**Routing congestion**

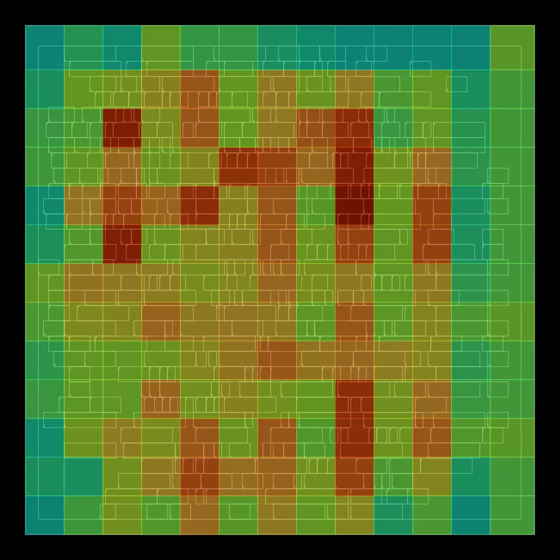
**Wire density map**

Bar = 20 microns. The die is cut into 18 by 18 equal tiles; dark blue is low, red is high, scaled to the fullest tile. Values are wire area over tile area, all layers added.
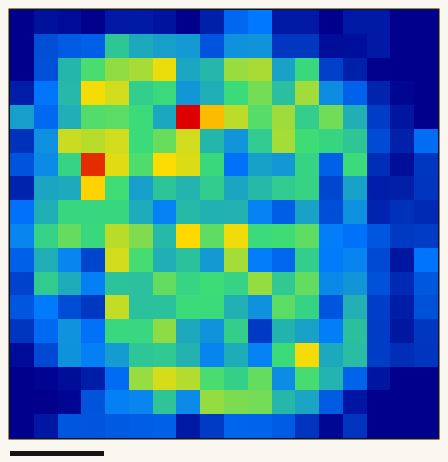
**Cell sizes after repair**

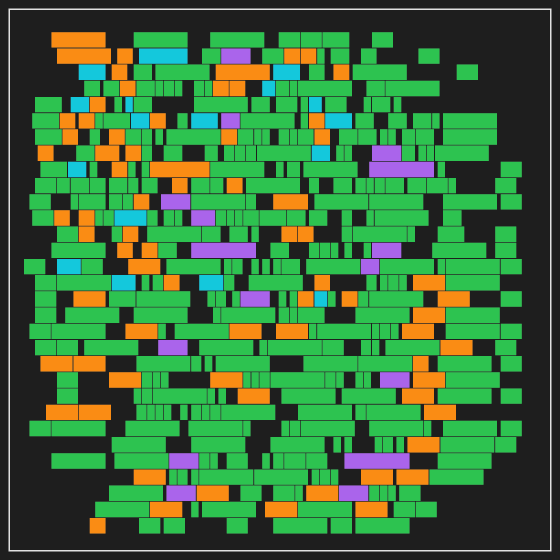
**Cells colored by class**

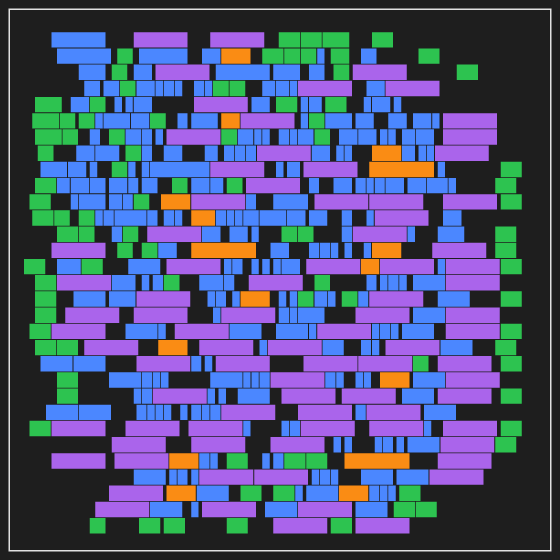
$ cat config.mk
export PLATFORM = sky130hd
export DESIGN_NAME = imem_loader
export DESIGN_NICKNAME = d
export VERILOG_FILES = /design/src/rtl/imem_loader_pkg.sv /design/src/rtl/imem_loader_word_packer.sv /design/src/rtl/imem_loader.sv
export SDC_FILE = /design/constraint.sdc
export NUM_CORES = 1
export LEC_CHECK = 0
export CAP_MARGIN = 10
export CORE_MARGIN = 2
export CORE_UTILIZATION = 52
export DETAILED_ROUTE_END_ITERATION = 6
export PLACE_DENSITY = 0.77
export SYNTH_ARGS = -nofsm -noshare
export SYNTH_HDL_FRONTEND = slang
export SYNTH_SLANG_ARGS = --single-unit
$ cat constraint.sdc
create_clock -name clk -period 2.6 [get_ports clk]
set_input_delay 0.65 -clock clk [delete_from_list [all_inputs] [get_ports clk]]
set_output_delay 0.65 -clock clk [all_outputs]
set_load 0.05 [all_outputs]
$ cat src/rtl/imem_loader_pkg.sv
// Shared loader defines: memory geometry defaults and the loader state encoding.
`timescale 1ns/1ps
package imem_loader_pkg;

    localparam int DEPTH_DEFAULT  = 64;
    localparam int ADDR_W_DEFAULT = 6;

    typedef enum logic [2:0] {
        ST_IDLE  = 3'd0,
        ST_LOAD  = 3'd1,
        ST_CHECK = 3'd2,
        ST_RUN   = 3'd3,
        ST_ERROR = 3'd4
    } loader_state_e;

    // A program must hold at least one word and fit in the memory.
    function automatic logic count_ok(input logic [7:0] n, input int depth);
        return (n != 8'd0) && (int'(n) <= depth);
    endfunction

endpackage

$ cat src/rtl/imem_loader_word_packer.sv
// Packs four big-endian bytes into a 32-bit word; word_valid pulses the cycle after the 4th byte.
`timescale 1ns/1ps
module word_packer (
    input  logic        clk,
    input  logic        reset,
    input  logic        clear,
    input  logic        byte_valid,
    input  logic [7:0]  byte_data,
    output logic [31:0] word,
    output logic        word_valid
);

    logic [23:0] shift;
    logic [1:0]  cnt;

    always_ff @(posedge clk or negedge reset) begin
        if (!reset) begin
            shift      <= '0;
            cnt        <= '0;
            word       <= '0;
            word_valid <= 1'b0;
        end else begin
            word_valid <= 1'b0;
            if (clear) begin
                shift <= '0;
                cnt   <= '0;
            end else if (byte_valid) begin
                shift <= {shift[15:0], byte_data};
                cnt   <= cnt + 2'd1;
                if (cnt == 2'd3) begin
                    word       <= {shift, byte_data};
                    word_valid <= 1'b1;
                end
            end
        end
    end

endmodule

$ cat src/rtl/imem_loader.sv
// Boot loader: receives count/payload/checksum bytes, writes instruction memory, then releases the core.
`timescale 1ns/1ps
module imem_loader
    import imem_loader_pkg::*;
#(
    parameter int DEPTH  = DEPTH_DEFAULT,
    parameter int ADDR_W = ADDR_W_DEFAULT
) (
    input  logic              clk,
    input  logic              reset,
    input  logic              in_valid,
    input  logic [7:0]        in_data,
    output logic              in_ready,
    input  logic              restart,
    output logic              imem_we,
    output logic [ADDR_W-1:0] imem_addr,
    output logic [31:0]       imem_wdata,
    output logic              cpu_reset,
    output logic              done,
    output logic              error,
    output loader_state_e     state
);

    // Handshake: a byte transfers on a rising edge where in_valid && in_ready;
    // the source holds in_data stable while in_valid is high and in_ready is low.

    loader_state_e     state_d;
    logic              started;
    logic [7:0]        sum;
    logic [7:0]        total;
    logic [ADDR_W-1:0] last_addr;
    logic              accept;
    logic              load_byte;
    logic              last_write;
    logic              restart_ok;
    logic              word_valid;
    logic [31:0]       word;

    assign accept     = in_valid && in_ready;
    assign load_byte  = accept && (state == ST_LOAD);
    assign total      = sum + in_data;
    assign last_write = word_valid && (imem_addr == last_addr);
    assign restart_ok = restart && ((state == ST_RUN) || (state == ST_ERROR));

    word_packer u_packer (
        .clk        (clk),
        .reset      (reset),
        .clear      (restart_ok),
        .byte_valid (load_byte),
        .byte_data  (in_data),
        .word       (word),
        .word_valid (word_valid)
    );

    assign imem_we    = word_valid;
    assign imem_wdata = word;

    always_ff @(posedge clk or negedge reset) begin
        if (!reset) begin
            state <= ST_IDLE;
        end else begin
            state <= state_d;
        end
    end

    always_comb begin
        state_d = state;
        case (state)
            ST_IDLE: begin
                if (accept) begin
                    state_d = count_ok(in_data, DEPTH) ? ST_LOAD : ST_ERROR;
                end
            end
            ST_LOAD: begin
                if (last_write) begin
                    state_d = ST_CHECK;
                end
            end
            ST_CHECK: begin
                if (accept) begin
                    state_d = (total == 8'h00) ? ST_RUN : ST_ERROR;
                end
            end
            ST_RUN, ST_ERROR: begin
                if (restart) begin
                    state_d = ST_IDLE;
                end
            end
            default: state_d = ST_IDLE;
        endcase
    end

    // started keeps in_ready low until the first edge after reset releases.
    always_comb begin
        in_ready  = started && !word_valid &&
                    ((state == ST_IDLE) || (state == ST_LOAD) || (state == ST_CHECK));
        cpu_reset = (state != ST_RUN);
        done      = (state == ST_RUN);
        error     = (state == ST_ERROR);
    end

    always_ff @(posedge clk or negedge reset) begin
        if (!reset) begin
            started   <= 1'b0;
            sum       <= '0;
            imem_addr <= '0;
            last_addr <= '0;
        end else begin
            started <= 1'b1;
            if (restart_ok) begin
                sum       <= '0;
                imem_addr <= '0;
            end else begin
                if (accept) begin
                    sum <= total;
                end
                if (word_valid) begin
                    imem_addr <= imem_addr + 1'b1;
                end
                if (accept && (state == ST_IDLE)) begin
                    last_addr <= ADDR_W'(in_data - 8'd1);
                end
            end
        end
    end

endmodule
==> Slide: Implementation Results <==
Implementation Results

Detailed routing
  – DRT Pass-1 Iters: 4
  – Met1 WL: approximately 4000 microns
  – Routed Antenna Nets: 0
  – Max Used Layer: met4
  – Routed WL: slightly above 8000 microns
  – DRC: 0

Synthesis
  – Asr flop ratio synth: 1.00
  – Synth Register Bits: approximately 83
  – Compound-Gate Fraction of Synth Area: 0.101
  – Synth top cells by count: dfrtp_1, nand2_1, o21ai_0
  – Prevailing post-synth register cell: dfrtp_1
  – Yosys top cell by area: dfrtp_1
  – Ys cells: 350
  – Post-Syn Area per Cell: ~11 sq um
  – Top cells by area: dfrtp_1, mux2_4, nand2_1

Timing
  – Fin. Hold Viols: 0
  – Fin. max-slew vios: 0
  – Crit share post-route: 0.973
  – Max Clock Freq: just under 400 MHz
  – Unrepaired setup endpoints after global routing: false

Floorplanning
  – FP Util: 0.539
  – IO Pins: roughly 58
  – Core Area: about 7300 sq um
  – Row cnt: 31
  – DIE WIDTH: 90.7 microns

Flow run
  – Max-Cap Viols: 0

Run status
  – Status: complete, no violations

Final layout
  – Number of non-clock inverters in the layout: 10
  – Top cell excl fill/tap: dfrtp_1
  – Mi-comb count: roughly 240
  – NonClk Buf Share: 0.160
  – # clk buffers: 10
  – Reg area: slightly above 2000 sq um
  – Finished Core Util: 0.705
  – # fillers: ~530
  – Share of cells above drive strength 1: 0.238
  – Post-route cell area: about 5100 sq um
  – Ant diodes: 0

Clock network
  – Total CTS buffers: 9
  – Clock-pin slew on the worst setup and hold paths: ~80 ps
  – # hold bufs at CTS: 0
  – CTS sink count: between 80 and 90
  – Post-CTS Resized: 7
  – CTS tree: done

Setup path
  – Critical Path, Cell by Cell: clkdlybuf4s50_1 -> ha_1 -> or3b_2 -> o221ai_1 -> or3b_4 -> a2111oi_4 -> a31oi_1 -> a22o_1
  – CP startpoint: in_data[5]
  – Reg-to-reg slack, setup: about 260 ps
  – CP max stage delay: 430 ps
  – Critical Path Fanout Max: 3
  – Buf/Inv on CP: 1
  – Worst Path Required: about 2900 ps
  – Crit. End Element: register
  – Critical R2R Launch: sum[1]

Pwr
  – PwrDens: 813 nW/um^2
  – Total power: 4160 uW
  – Static Leak: 0.00241 uW

Placement
  – Placed inst area: around 4800 sq um
  – Inst Count DP: roughly 520

Hold path
  – Worst hold path type: input port to async pin

GRT
  – Largest net degree at the start of global routing: around 55
  – M2 GR Usage: 0.341
  – Vias in the first global route: slightly below 3000
  – Total grt overflow: 0
-- 'routing congestion' (at the start) --
Most Crowded Layer GR: met2
drt wl/cell: 15.4 microns
GR Util All Layers: 0.218

-- 'wire density map' (at the start) --
fullest tile: 0.51
tiles over half the peak: 19%
nearly empty tiles: 9.6%

-- 'cell sizes after repair' (at the start) --
legend:
  purple:
    size: x6 and larger
    cells: 16
  green:
    size: x1 and smaller
    cells: 337
  orange:
    size: x3 and x4
    cells: 72
  cyan:
    size: x2
    cells: 17
non-clock buffer count: 90
fin worst setup slack: 69.8 ps
Area Overhead vs Synth: 30.8%

-- 'cells colored by class' (at the start) --
legend:
  purple:
    class: registers
    cells: 83
    share_of_their_area: 42%
  orange:
    class: clock drivers and dummy loads
    cells: 16
    share_of_their_area: 5.1%
  green:
    class: remaining buffers and delay cells
    cells: 90
    share_of_their_area: 16%
  blue:
    class: remaining logic cells
    cells: 253
    share_of_their_area: 37%

## power by group
group | switching (uW) | leakage [uW] | internal [uW]
registers | 204 | 0.00113 | 1510
logic | 672 | 0.00115 | 606
clock network | 491 | 0.000129 | 677
total | 1370 | 0.00241 | 2790
## flip-flops by register name, indices dropped and copies added, names as in the netlist
signal / cells
u_packer.cnt: 2
u_packer.word_valid: 1
u_packer.word: 32
sum: 8
last_addr: 6
started: 1
u_packer.shift: 24
imem_addr: 6
state: 3
## path summary, 6_finish.rpt
path                                  endpoint  depth (start not counted)
setup / recovery                      state[2]                          8
hold / removal               u_packer.word[12]                          1
hold reg to reg                u_packer.cnt[0]                          1
max in group asynchronous  u_packer.word_valid                          2
min in group clk               u_packer.cnt[0]                          1
setup reg to reg                      state[2]                          7
Power figures rest on the tool's default switching activity, not on a simulated workload.
